==> src/rtl/vga_pkg.sv <==
`timescale 1ns / 1ps
`default_nettype none
// ============================================================================
// Module      : vga_pkg
// Description : Shared types and helpers for the VGA scan engine: scan segment
//               encoding, the per-pixel pipeline payload, axis total and sync
//               window arithmetic, and a parameter legality check evaluated
//               at elaboration time by the top level.
// Revision    : 1.0 - initial release
// ============================================================================
package vga_pkg;

    // Segment order along either axis.
    typedef enum logic [1:0] {
        SEG_ACTIVE = 2'd0,
        SEG_FP     = 2'd1,
        SEG_SYNC   = 2'd2,
        SEG_BP     = 2'd3
    } scan_seg_t;

    // Per-pixel payload carried through the read-latency pipeline.
    typedef struct packed {
        logic hs;     // raw sync window (active-high, before polarity)
        logic vs;
        logic vis;    // visible pixel
        logic fetch;  // this pixel issued a frame-buffer read
        logic first;  // first visible pixel of the frame
    } pipe_t;

    function automatic int unsigned vga_axis_total(input int unsigned active,
                                                   input int unsigned fp,
                                                   input int unsigned sync,
                                                   input int unsigned bp);
        return active + fp + sync + bp;
    endfunction

    function automatic int unsigned vga_sync_start(input int unsigned active,
                                                   input int unsigned fp);
        return active + fp;
    endfunction

    function automatic int unsigned vga_sync_end(input int unsigned active,
                                                 input int unsigned fp,
                                                 input int unsigned sync);
        return active + fp + sync;
    endfunction

    // Returns 1 when the parameter combination is legal.
    function automatic bit vga_cfg_ok(input int unsigned h_active,
                                      input int unsigned v_active,
                                      input int unsigned clk_div,
                                      input int unsigned scale,
                                      input int unsigned rd_lat,
                                      input int unsigned addr_w);
        bit          ok;
        int unsigned words;
        ok = 1'b1;
        if (clk_div < 1) ok = 1'b0;
        if (rd_lat < 1)  ok = 1'b0;
        if (scale != 1 && scale != 2 && scale != 4 && scale != 8) begin
            ok = 1'b0;
        end else begin
            if ((h_active % scale) != 0 || (v_active % scale) != 0) ok = 1'b0;
            words = (h_active * v_active) / (scale * scale);
            if (addr_w < $clog2(words)) ok = 1'b0;
        end
        return ok;
    endfunction

endpackage
`default_nettype wire

==> src/rtl/vga_axis_counter.sv <==
`timescale 1ns / 1ps
`default_nettype none
// ============================================================================
// Module      : vga_axis_counter
// Description : One scan axis (horizontal or vertical). Counts 0..TOTAL-1 on
//               each advance, decodes the current segment and sync window and
//               flags the wrap.
//   clk_i, rst_i : clock, asynchronous active-high reset
//   clr_i        : synchronous clear to count 0 (dominates adv_i)
//   adv_i        : advance one position
//   count_o      : current position
//   seg_o        : current segment (ACTIVE, FP, SYNC, BP)
//   sync_o       : 1 while inside the sync segment
//   wrap_o       : 1 when this advance moves TOTAL-1 back to 0
// Revision    : 1.0 - initial release
// ============================================================================
module vga_axis_counter
    import vga_pkg::*;
#(
    parameter int unsigned ACTIVE = 640,
    parameter int unsigned FP     = 16,
    parameter int unsigned SYNC   = 96,
    parameter int unsigned BP     = 48,
    parameter int unsigned CNT_W  = $clog2(vga_axis_total(ACTIVE, FP, SYNC, BP))
) (
    input  logic             clk_i,
    input  logic             rst_i,
    input  logic             clr_i,
    input  logic             adv_i,
    output logic [CNT_W-1:0] count_o,
    output scan_seg_t        seg_o,
    output logic             sync_o,
    output logic             wrap_o
);

    localparam int unsigned      TOTAL        = vga_axis_total(ACTIVE, FP, SYNC, BP);
    localparam logic [CNT_W-1:0] C_LAST       = CNT_W'(TOTAL - 1);
    localparam logic [CNT_W-1:0] C_FP_START   = CNT_W'(ACTIVE);
    localparam logic [CNT_W-1:0] C_SYNC_START = CNT_W'(vga_sync_start(ACTIVE, FP));
    localparam logic [CNT_W-1:0] C_BP_START   = CNT_W'(vga_sync_end(ACTIVE, FP, SYNC));

    logic [CNT_W-1:0] count_q;
    logic [CNT_W-1:0] count_d;

    always_comb begin
        count_d = count_q;
        if (clr_i) begin
            count_d = '0;
        end else if (adv_i) begin
            count_d = (count_q == C_LAST) ? '0 : count_q + 1'b1;
        end
    end

    always_ff @(posedge clk_i or posedge rst_i) begin
        if (rst_i) begin
            count_q <= '0;
        end else begin
            count_q <= count_d;
        end
    end

    always_comb begin
        if (count_q < C_FP_START) begin
            seg_o = SEG_ACTIVE;
        end else if (count_q < C_SYNC_START) begin
            seg_o = SEG_FP;
        end else if (count_q < C_BP_START) begin
            seg_o = SEG_SYNC;
        end else begin
            seg_o = SEG_BP;
        end
    end

    assign count_o = count_q;
    assign sync_o  = (seg_o == SEG_SYNC);
    assign wrap_o  = adv_i && !clr_i && (count_q == C_LAST);

endmodule
`default_nettype wire

==> src/rtl/vga_scan_engine.sv <==
`timescale 1ns / 1ps
`default_nettype none
// ============================================================================
// Module      : vga_scan_engine
// Description : Parametrised VGA scan engine. Generates H/V timing from a
//               divided pixel tick, fetches pixels from a linear frame buffer
//               with integer replication, and drives RGB, sync and blank
//               aligned through an RD_LAT-deep pipeline.
//   clk_i, rst_i   : system clock, asynchronous active-high reset
//   en_i           : scan enable; low clears the scan synchronously
//   pxl_i          : frame-buffer read data {r,g,b}
//   addr_o, rd_o   : frame-buffer read address and one-clk read strobe
//   hs_o, vs_o     : horizontal / vertical sync (polarity SYNC_POL)
//   blank_o        : 1 during visible video
//   sync_o         : composite sync, constant 0
//   r_o, g_o, b_o  : colour channels, 0 outside the visible region
//   frame_o        : one-clk pulse on the first visible pixel of a frame
// Revision    : 1.0 - initial release
// ============================================================================
module vga_scan_engine
    import vga_pkg::*;
#(
    parameter int unsigned H_ACTIVE = 640,
    parameter int unsigned H_FP     = 16,
    parameter int unsigned H_SYNC   = 96,
    parameter int unsigned H_BP     = 48,
    parameter int unsigned V_ACTIVE = 480,
    parameter int unsigned V_FP     = 10,
    parameter int unsigned V_SYNC   = 2,
    parameter int unsigned V_BP     = 33,
    parameter bit          SYNC_POL = 1'b0,
    parameter int unsigned CLK_DIV  = 2,
    parameter int unsigned SCALE    = 1,
    parameter int unsigned RD_LAT   = 1,
    parameter int unsigned ADDR_W   = 19,
    parameter int unsigned COLOR_W  = 8
) (
    input  logic                   clk_i,
    input  logic                   rst_i,
    input  logic                   en_i,
    input  logic [3*COLOR_W-1:0]   pxl_i,
    output logic [ADDR_W-1:0]      addr_o,
    output logic                   rd_o,
    output logic                   hs_o,
    output logic                   vs_o,
    output logic                   blank_o,
    output logic                   sync_o,
    output logic [COLOR_W-1:0]     r_o,
    output logic [COLOR_W-1:0]     g_o,
    output logic [COLOR_W-1:0]     b_o,
    output logic                   frame_o
);

    if (!vga_cfg_ok(H_ACTIVE, V_ACTIVE, CLK_DIV, SCALE, RD_LAT, ADDR_W)) begin : g_cfg_check
        $error("vga_scan_engine: illegal parameter combination");
    end

    localparam int unsigned H_TOTAL = vga_axis_total(H_ACTIVE, H_FP, H_SYNC, H_BP);
    localparam int unsigned V_TOTAL = vga_axis_total(V_ACTIVE, V_FP, V_SYNC, V_BP);
    localparam int unsigned H_W     = $clog2(H_TOTAL);
    localparam int unsigned V_W     = $clog2(V_TOTAL);
    localparam int unsigned DIV_W   = (CLK_DIV > 1) ? $clog2(CLK_DIV) : 1;
    localparam int unsigned XS_W    = (SCALE > 1) ? $clog2(SCALE) : 1;
    localparam int unsigned PXL_W   = 3 * COLOR_W;

    localparam logic [DIV_W-1:0]  C_DIV_LAST  = DIV_W'(CLK_DIV - 1);
    localparam logic [XS_W-1:0]   C_XS_LAST   = XS_W'(SCALE - 1);
    localparam logic [ADDR_W-1:0] C_LINE_STEP = ADDR_W'(H_ACTIVE / SCALE);
    localparam logic              C_SYNC_IDLE = ~SYNC_POL;

    // ------------------------------------------------------------------
    // Pixel tick divider
    // ------------------------------------------------------------------
    logic [DIV_W-1:0] div_q, div_d;
    logic             tick;

    assign tick = en_i && (div_q == C_DIV_LAST);

    always_comb begin
        div_d = div_q;
        if (!en_i || (div_q == C_DIV_LAST)) begin
            div_d = '0;
        end else begin
            div_d = div_q + 1'b1;
        end
    end

    // ------------------------------------------------------------------
    // Axis counters
    // ------------------------------------------------------------------
    logic [H_W-1:0] h_count;
    logic [V_W-1:0] v_count;
    scan_seg_t      h_seg, v_seg;
    logic           h_sync, v_sync, h_wrap, v_wrap;

    vga_axis_counter #(
        .ACTIVE (H_ACTIVE),
        .FP     (H_FP),
        .SYNC   (H_SYNC),
        .BP     (H_BP),
        .CNT_W  (H_W)
    ) u_h_axis (
        .clk_i   (clk_i),
        .rst_i   (rst_i),
        .clr_i   (!en_i),
        .adv_i   (tick),
        .count_o (h_count),
        .seg_o   (h_seg),
        .sync_o  (h_sync),
        .wrap_o  (h_wrap)
    );

    vga_axis_counter #(
        .ACTIVE (V_ACTIVE),
        .FP     (V_FP),
        .SYNC   (V_SYNC),
        .BP     (V_BP),
        .CNT_W  (V_W)
    ) u_v_axis (
        .clk_i   (clk_i),
        .rst_i   (rst_i),
        .clr_i   (!en_i),
        .adv_i   (h_wrap),
        .count_o (v_count),
        .seg_o   (v_seg),
        .sync_o  (v_sync),
        .wrap_o  (v_wrap)
    );

    logic vis;
    logic fetch;

    assign vis   = (h_seg == SEG_ACTIVE) && (v_seg == SEG_ACTIVE);

    // ------------------------------------------------------------------
    // Incremental address generator.
    // xs/ys are the sub-pixel positions inside a replicated pixel; hcol is
    // the source column within the line and line_base the first address of
    // the current source line. Only adders are used.
    // ------------------------------------------------------------------
    logic [XS_W-1:0]   xs_q, xs_d;
    logic [XS_W-1:0]   ys_q, ys_d;
    logic [ADDR_W-1:0] hcol_q, hcol_d;
    logic [ADDR_W-1:0] line_base_q, line_base_d;
    logic [ADDR_W-1:0] addr_q, addr_d;
    logic              rd_q, rd_d;

    assign fetch = tick && vis && (xs_q == '0);

    always_comb begin
        xs_d        = xs_q;
        ys_d        = ys_q;
        hcol_d      = hcol_q;
        line_base_d = line_base_q;
        if (!en_i) begin
            xs_d        = '0;
            ys_d        = '0;
            hcol_d      = '0;
            line_base_d = '0;
        end else if (tick) begin
            if (vis) begin
                if (xs_q == C_XS_LAST) begin
                    xs_d   = '0;
                    hcol_d = hcol_q + 1'b1;
                end else begin
                    xs_d = xs_q + 1'b1;
                end
            end
            if (h_wrap) begin
                xs_d   = '0;
                hcol_d = '0;
                if (v_wrap) begin
                    ys_d        = '0;
                    line_base_d = '0;
                end else if (v_seg == SEG_ACTIVE) begin
                    // Step to the next source line after SCALE output lines.
                    if (ys_q == C_XS_LAST) begin
                        ys_d        = '0;
                        line_base_d = line_base_q + C_LINE_STEP;
                    end else begin
                        ys_d = ys_q + 1'b1;
                    end
                end
            end
        end
    end

    always_comb begin
        addr_d = addr_q;
        rd_d   = fetch;
        if (!en_i) begin
            addr_d = '0;
        end else if (fetch) begin
            addr_d = line_base_q + hcol_q;
        end
    end

    // ------------------------------------------------------------------
    // Read-latency pipeline: entry 0 captures the current scan position on
    // a tick; the last entry lines up with pxl_i arriving for that position.
    // ------------------------------------------------------------------
    pipe_t pipe_q [RD_LAT];
    pipe_t pipe_d [RD_LAT];
    pipe_t stage_in;
    pipe_t last;

    always_comb begin
        stage_in       = '0;
        stage_in.hs    = h_sync;
        stage_in.vs    = v_sync;
        stage_in.vis   = vis;
        stage_in.fetch = vis && (xs_q == '0);
        stage_in.first = (h_count == '0) && (v_count == '0);
    end

    always_comb begin
        for (int i = 0; i < RD_LAT; i++) begin
            pipe_d[i] = pipe_q[i];
        end
        if (!en_i) begin
            for (int i = 0; i < RD_LAT; i++) begin
                pipe_d[i] = '0;
            end
        end else if (tick) begin
            pipe_d[0] = stage_in;
            for (int i = 1; i < RD_LAT; i++) begin
                pipe_d[i] = pipe_q[i-1];
            end
        end
    end

    assign last = pipe_q[RD_LAT-1];

    // ------------------------------------------------------------------
    // Output registers
    // ------------------------------------------------------------------
    logic             hs_q, hs_d;
    logic             vs_q, vs_d;
    logic             blank_q, blank_d;
    logic             frame_q, frame_d;
    logic [PXL_W-1:0] rgb_q, rgb_d;
    logic [PXL_W-1:0] pix_q, pix_d;   // last fetched word, reused for replicas

    always_comb begin
        hs_d    = hs_q;
        vs_d    = vs_q;
        blank_d = blank_q;
        rgb_d   = rgb_q;
        pix_d   = pix_q;
        frame_d = 1'b0;
        if (!en_i) begin
            hs_d    = C_SYNC_IDLE;
            vs_d    = C_SYNC_IDLE;
            blank_d = 1'b0;
            rgb_d   = '0;
            pix_d   = '0;
        end else if (tick) begin
            hs_d    = last.hs ? SYNC_POL : C_SYNC_IDLE;
            vs_d    = last.vs ? SYNC_POL : C_SYNC_IDLE;
            blank_d = last.vis;
            frame_d = last.first;
            if (last.fetch) begin
                pix_d = pxl_i;
            end
            if (!last.vis) begin
                rgb_d = '0;
            end else if (last.fetch) begin
                rgb_d = pxl_i;
            end else begin
                rgb_d = pix_q;
            end
        end
    end

    always_ff @(posedge clk_i or posedge rst_i) begin
        if (rst_i) begin
            div_q       <= '0;
            xs_q        <= '0;
            ys_q        <= '0;
            hcol_q      <= '0;
            line_base_q <= '0;
            addr_q      <= '0;
            rd_q        <= 1'b0;
            for (int i = 0; i < RD_LAT; i++) begin
                pipe_q[i] <= '0;
            end
            hs_q        <= C_SYNC_IDLE;
            vs_q        <= C_SYNC_IDLE;
            blank_q     <= 1'b0;
            frame_q     <= 1'b0;
            rgb_q       <= '0;
            pix_q       <= '0;
        end else begin
            div_q       <= div_d;
            xs_q        <= xs_d;
            ys_q        <= ys_d;
            hcol_q      <= hcol_d;
            line_base_q <= line_base_d;
            addr_q      <= addr_d;
            rd_q        <= rd_d;
            for (int i = 0; i < RD_LAT; i++) begin
                pipe_q[i] <= pipe_d[i];
            end
            hs_q        <= hs_d;
            vs_q        <= vs_d;
            blank_q     <= blank_d;
            frame_q     <= frame_d;
            rgb_q       <= rgb_d;
            pix_q       <= pix_d;
        end
    end

    assign addr_o  = addr_q;
    assign rd_o    = rd_q;
    assign hs_o    = hs_q;
    assign vs_o    = vs_q;
    assign blank_o = blank_q;
    assign sync_o  = 1'b0;
    assign frame_o = frame_q;
    assign r_o     = rgb_q[3*COLOR_W-1 -: COLOR_W];
    assign g_o     = rgb_q[2*COLOR_W-1 -: COLOR_W];
    assign b_o     = rgb_q[COLOR_W-1:0];

endmodule
`default_nettype wire

==> config.mk <==
export PLATFORM = sky130hd
export DESIGN_NAME = vga_scan_engine
export DESIGN_NICKNAME = d
export VERILOG_FILES = /design/src/rtl/vga_pkg.sv /design/src/rtl/vga_axis_counter.sv /design/src/rtl/vga_scan_engine.sv
export SDC_FILE = /design/constraint.sdc
export NUM_CORES = 1
export LEC_CHECK = 0
export ABC_AREA = 1
export CAP_MARGIN = 25
export CORE_UTILIZATION = 50
export CTS_CLUSTER_DIAMETER = 40
export CTS_CLUSTER_SIZE = 24
export DETAILED_ROUTE_END_ITERATION = 8
export PLACE_DENSITY = 0.76
export RECOVER_POWER = 25
export SKIP_CTS_REPAIR_TIMING = 1
export SLEW_MARGIN = 20
export SYNTH_ARGS = -nofsm -noshare
export SYNTH_HDL_FRONTEND = slang
export SYNTH_SLANG_ARGS = --single-unit
==> constraint.sdc <==
create_clock -name clk_i -period 3.2 [get_ports clk_i]
set_input_delay 0.64 -clock clk_i [delete_from_list [all_inputs] [get_ports clk_i]]
set_output_delay 0.64 -clock clk_i [all_outputs]
set_load 0.05 [all_outputs]
Run 1, supply network:
Scale: 3 px per µm. Pins as bars on the die edge. Tap cells in gray.
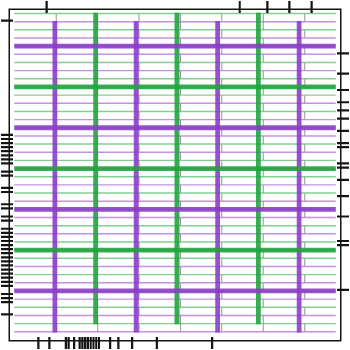
| net | color |
|---|---|
| VDD | green |
| VSS | purple |
met4 straps: 7
met1 rails: 40
rows: 39

Run 1, wiring by layer:
Scale: 3 px per µm.
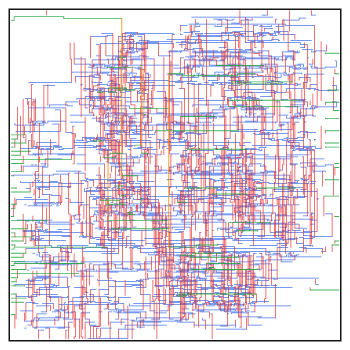
| layer | color | wire length |
|---|---|---|
| met2 | red | 6240 µm |
| met1 | blue | 6380 µm |
| met4 | orange | 173 µm |
| met3 | green | 787 µm |
DR WL/cell: 13.8 µm
routed via count: 5224
GRT Util Overall: 0.244

Run 1, clock wiring as the flow saved it:
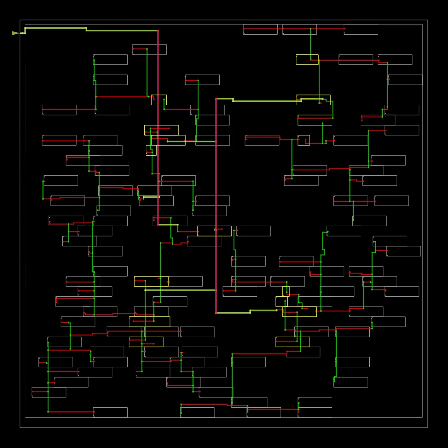
seq_cells: 104
clock buffers: 9

==> summary.txt, run 1 <==
flow finished, numbers: Hold Crit Class=reg2reg, Peak Freq=422 MHz, Final Core Density=0.615, Die Y=110 µm, P&R area growth vs syn=19.9%, setup ws final=833 ps, DR vias/cell=5.31, logic share of the area=0.394, Clock Tree Buf Depth=2, Worst EP required=2560 ps, Hold Path Depth=1, final WL=13.6 mm, Seq pwr share=0.485, # placed instances=968, peak supply drop=0.000216 V, fraction of layout cells with a size suffix above 1=0.0606, vias in the first global route=4878, PwrDens=407 mW/mm², register area=0.00261 mm², final critical-path required period=2370 ps, clock latency on the worst-skew pair=350 ps, ys cells=765, mapped cell area=0.00583 mm², post-route cell area=0.00699 mm², status=complete, no violations, TNS Setup=0 ps, synth warn=0, Starting Density=0.513, Die X=110 µm, nets@finish=881, Setup CP Type=reg2out, Registers, synthesis=104, Sw Pwr=770 µW, Reg-to-Reg End=line_base_q[17], nonclk buf count=80, cts bufs inserted=9, Worst-Margin Slew=1280 ps, Port Buffer Count=74, Remaining DRCs=0, Synth top cell by count=nand2_1, FILL cells=991, count of multi-input gates=545, Internal=2070 µW, post-synthesis cell count=765, Setup Skew=8.62 ps, CP Depth=1, ClkCell Share=0.0447, Detailed Place HPWL=10.0 mm, Gate power share=0.108, startpoint types=flop, number of enable flip-flop cells=0, Worst Setup SP=vs_o, first-pass iteration count of the detailed router=6
-- run 1: state kept, by name (all words and copies together), names as in the netlist --
name,count
addr_o,19
blank_o,1
div_q,1
frame_o,1
hcol_q,19
hs_o,1
last,4
line_base_q,12
rd_o,1
rgb_q,24
u_h_axis.count_o,10
u_v_axis.count_o,10
vs_o,1
-- run 1: kinds of logic (layout without fill, tap and decap cells) --
| family | Yosys count | count (layout) | synth area share |
|---|---|---|---|
| other | 1 | 2 | 0.000643 |
| AND-OR/OR-AND | 115 | 115 | 0.110 |
| AND/OR/NAND/NOR | 388 | 388 | 0.290 |
| XOR/XNOR | 22 | 22 | 0.0331 |
| buffers and inverters | 117 | 192 | 0.0813 |
| flip-flops | 104 | 104 | 0.447 |
| adder cells (fa/ha/maj) | 18 | 18 | 0.0386 |
-- run 1: worst min-delay path by stage --
stage          slack [ps]  startpoint   end
2_1_floorplan         380     last[4]  hs_o
3_3_place_gp          400     last[4]  hs_o
3_5_place_dp          400     last[4]  hs_o
4_1_cts               410     last[3]  vs_o
5_1_grt               430     last[3]  vs_o
6_report              410     last[3]  vs_o
-- run 1: layout by cell type (no fill, tap or decap), types with 3 or more instances in the layout --
cell / instances
nor2_1: 70
nand3_1: 54
inv_2: 6
o22ai_1: 9
nand2_2: 5
dfrtp_1: 102
nor2_2: 6
a22o_1: 3
xnor2_1: 7
xor2_1: 15
clkbuf_16: 9
a21oi_1: 26
buf_4: 4
ha_1: 18
clkdlybuf4s50_1: 73
inv_1: 88
nor3_1: 14
a31oi_1: 3
o21ai_0: 56
nand2_1: 215
nand4_1: 11
o21ai_1: 8
-- run 1: per-layer routing --
layer	global-route usage	routed length, µm
met3	0.0435	787
met4	0.0648	172
met1	0.338	6380
met2	0.396	6240
met5	0	0
Run 1, met2 routing:
Scale: 2 px per µm.
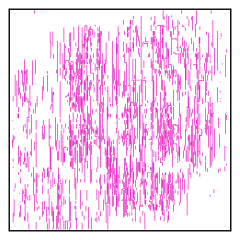

## Run 2: what changed since run 1
clock period = 2 ns   (was 3.2 ns; I/O delays follow)
Run 2, met2 routing:
Scale: 2 px per µm.
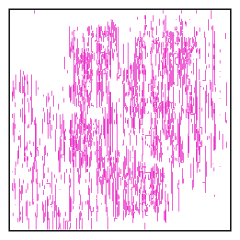
main direction: vertical
wire length on this layer: 6460 µm
share of all routed wire: 47%
nets with wire on the layer: 720

Run 2, supply network:
Scale: 3 px per µm. Pins as bars on the die edge. Tap cells in gray.
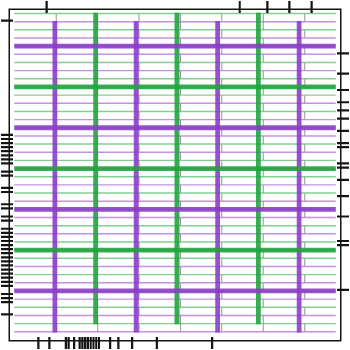
| net | color |
|---|---|
| VDD | green |
| VSS | purple |
rows: 39
met1 rails: 40
Die X: 110 µm
peak supply drop: 0.000370 V

==> run 2 against run 1 <==
First-iteration DRC count up 12%. Sequential cell count unchanged. Sequential share of layout area down 0.36 points. Hold slack about the same. Critical path type unchanged. Via count up 1.6%. Die area unchanged. Critical endpoint is now g_o[4].
==> summary.txt, run 2 <==
flow finished, numbers: status=complete, no violations (unchanged), Setup Skew=10.4 ps (was 8.62 ps), RSZ-0062 raised after global routing=false (unchanged), Setup CP Type=reg2out (unchanged), Placer Congestion=0.928 (was 0.874), Port Buffer Count=74 (unchanged), diodes inserted=0 (unchanged), H-Tree Depth=3 (unchanged), Core ar.=0.0114 mm² (unchanged), most frequent logic cell in the layout=nand2_1 (unchanged), Worst EP required=1600 ps (was 2560 ps), crit share post-route=0.969, CTS Root Cell=clkbuf_16 (unchanged), PwrDens=626 mW/mm² (was 407 mW/mm²), # placed instances=979 (was 968), synth warn=0 (unchanged), Peak Freq=516 MHz, final WL=13.6 mm (about the same), Clk pin slew, worst setup/hold paths=80 ps (about the same), initial drt markers=334 (was 298), post-route cell area=0.00706 mm² (was 0.00699 mm²), Detailed Place HPWL=9.98 mm (was 10.0 mm), CTS tree=done (unchanged), min-delay src=last[3] (unchanged), mapped cell area=0.00583 mm² (unchanged), Hold Fails Final Rpt=0 (unchanged), Remaining DRCs=0 (unchanged), critical path endpoint category=output pin (unchanged), Post-Place Worst Slack=-46.7 ps (was 619 ps), Worst slew margin=0.414 (was 0.147), CP Data Arrival Time=1540 ps (was 1730 ps), top cells by count=nand2_1 (214), dfrtp_1 (102), inv_1 (89), nor2_1 (70), o21ai_0 (56) (unchanged), syn avg cell area=7.62 µm² (unchanged), Critical Path Fanout Max=2 (unchanged), GRT Util Overall=0.246 (was 0.244), Registers, synthesis=104 (unchanged), Top cells by area=dfrtp_1 (44%), nand2_1 (14%), inv_1 (5.7%) (unchanged), DR vias/cell=5.34 (was 5.31), post-synthesis sequential area ratio=0.447 (unchanged), DP Area=0.00679 mm² (was 0.00670 mm²), fraction of layout cells with a size suffix above 1=0.0751 (was 0.0606), first-pass iteration count of the detailed router=7 (was 6), initial antenna violation count=0 (unchanged), Worst-Margin Slew=874 ps (was 1280 ps), Top reg by flops=rgb_q (unchanged), final setup vio count=0 (unchanged), dominant synthesized flop cell=dfrtp_1 (unchanged), Slowest-stage cell, CP=clkdlybuf4s50_1 (unchanged), Synth top cell by count=nand2_1 (unchanged), YS chip area=0.00583 mm² (unchanged), clock latency on the worst-skew pair=350 ps (about the same), DR WL/cell=13.7 µm (was 13.8 µm), vias in the first global route=5068 (was 4878), DRT antenna net count=0 (unchanged), max reg flops=24 (unchanged), non-filler instance count after layout=995 (was 984), Ports=76 (unchanged), ys cells=765 (unchanged), R2R setup slack=160 ps (was 1130 ps), area leader, netlist=dfrtp_1 (unchanged), startpoint types=flop (unchanged), chip area=0.0121 mm² (unchanged), distinct lib cells=44 (unchanged), nets@finish=892 (was 881), Worst Setup SP=rgb_q[12] (was vs_o), first-pass GRT wire length=23.2 mm (was 23.0 mm), Max Cap Viol=0 (unchanged), Clock Tree Buf Depth=2 (unchanged), post-synthesis cell count=765 (unchanged), crit-path leading delay family=buffers and inverters (unchanged), P&R area growth vs syn=21.1% (was 19.9%), Final Slew Violations=0 (unchanged), Starting Density=0.513 (unchanged), dominant logic cell types in the final layout=nand2_1 (214), dfrtp_1 (102), inv_1 (88) (was nand2_1 (215), dfrtp_1 (102), inv_1 (88)), number of enable flip-flop cells=0 (unchanged), Hold Crit Class=reg2reg (unchanged), TNS Setup=0 ps (unchanged), cts bufs inserted=9 (unchanged), routed via count=5309 (was 5224), P_leak=0.00332 µW (was 0.00328 µW), GRT overflow=0 (unchanged), final critical-path required period=1940 ps, slowest stage delay, CP=830 ps (about the same), setup ws final=62.8 ps (was 833 ps), CTS Sinks=104 (unchanged)
-- run 2: cell counts after synthesis --
No cell type changed its count.
-- run 2: power breakdown --
group	internal, µW	switching, µW	total, µW
combinational	185	336	522
clock	889	806	1690
sequential	2150	49.8	2200
-- run 2: through the flow --
step                      utilization  power (µW)
after global routing            0.621        4600
after CTS                       0.622        4450
final                           0.621        4420
after global placement          0.597        2750
after floorplan                     -        2560
after detailed placement        0.597        2770
-- run 2: metal layers --
layer,vias to the layer above,wire length [µm],track usage
met2,175,6460,0.411
met4,0,274,0.0876
met3,28,757,0.0453
met5,-,0,0
li1,2623,-,-
met1,2483,6150,0.319
-- run 2: kinds of logic (layout without fill, tap and decap cells) --
group,Yosys count,in the layout,synth area share
adders and majority gates,18,18,0.0386
DFF,104,104,0.447
and+or+nand+nor,388,388,0.290
other,1,2,0.000643
buffers and inverters,117,203,0.0813
xor gates and xnor gates,22,22,0.0331
AOI/OAI and AO/OA,115,115,0.110
-- run 2: path summary, 6_finish.rpt --
path / to / cells past startpoint
worst max-delay path: g_o[4] / 1
worst min-delay path: vs_o / 1
worst max register to register: line_base_q[18] / 9
worst min register to register: vs_o / 1
max in group asynchronous: line_base_q[14] / 3
min in group asynchronous: last[2] / 2
-- run 2: worst reg2reg max path: stages, from the launching register on --
cell and delay [ps]:
dfrtp_1 410, inv_1 140, ha_1 250, nand3_1 140, nor3_4 220, nand2_2 130, nand2_2 100, nand2_4 130
nand2_1 110, o21ai_0 80
-- run 2: cell type report --
cell class	count	area, µm²
Clock buffer	11	243
Clock inverter	5	41.3
Fill cell	981	4310
Inverter	96	364
Multi-Input combinational cell	545	2760
Sequential cell	104	2610
Tap cell	143	179
Timing Repair Buffer	91	870
Power figures rest on the tool's default switching activity, not on a simulated workload.
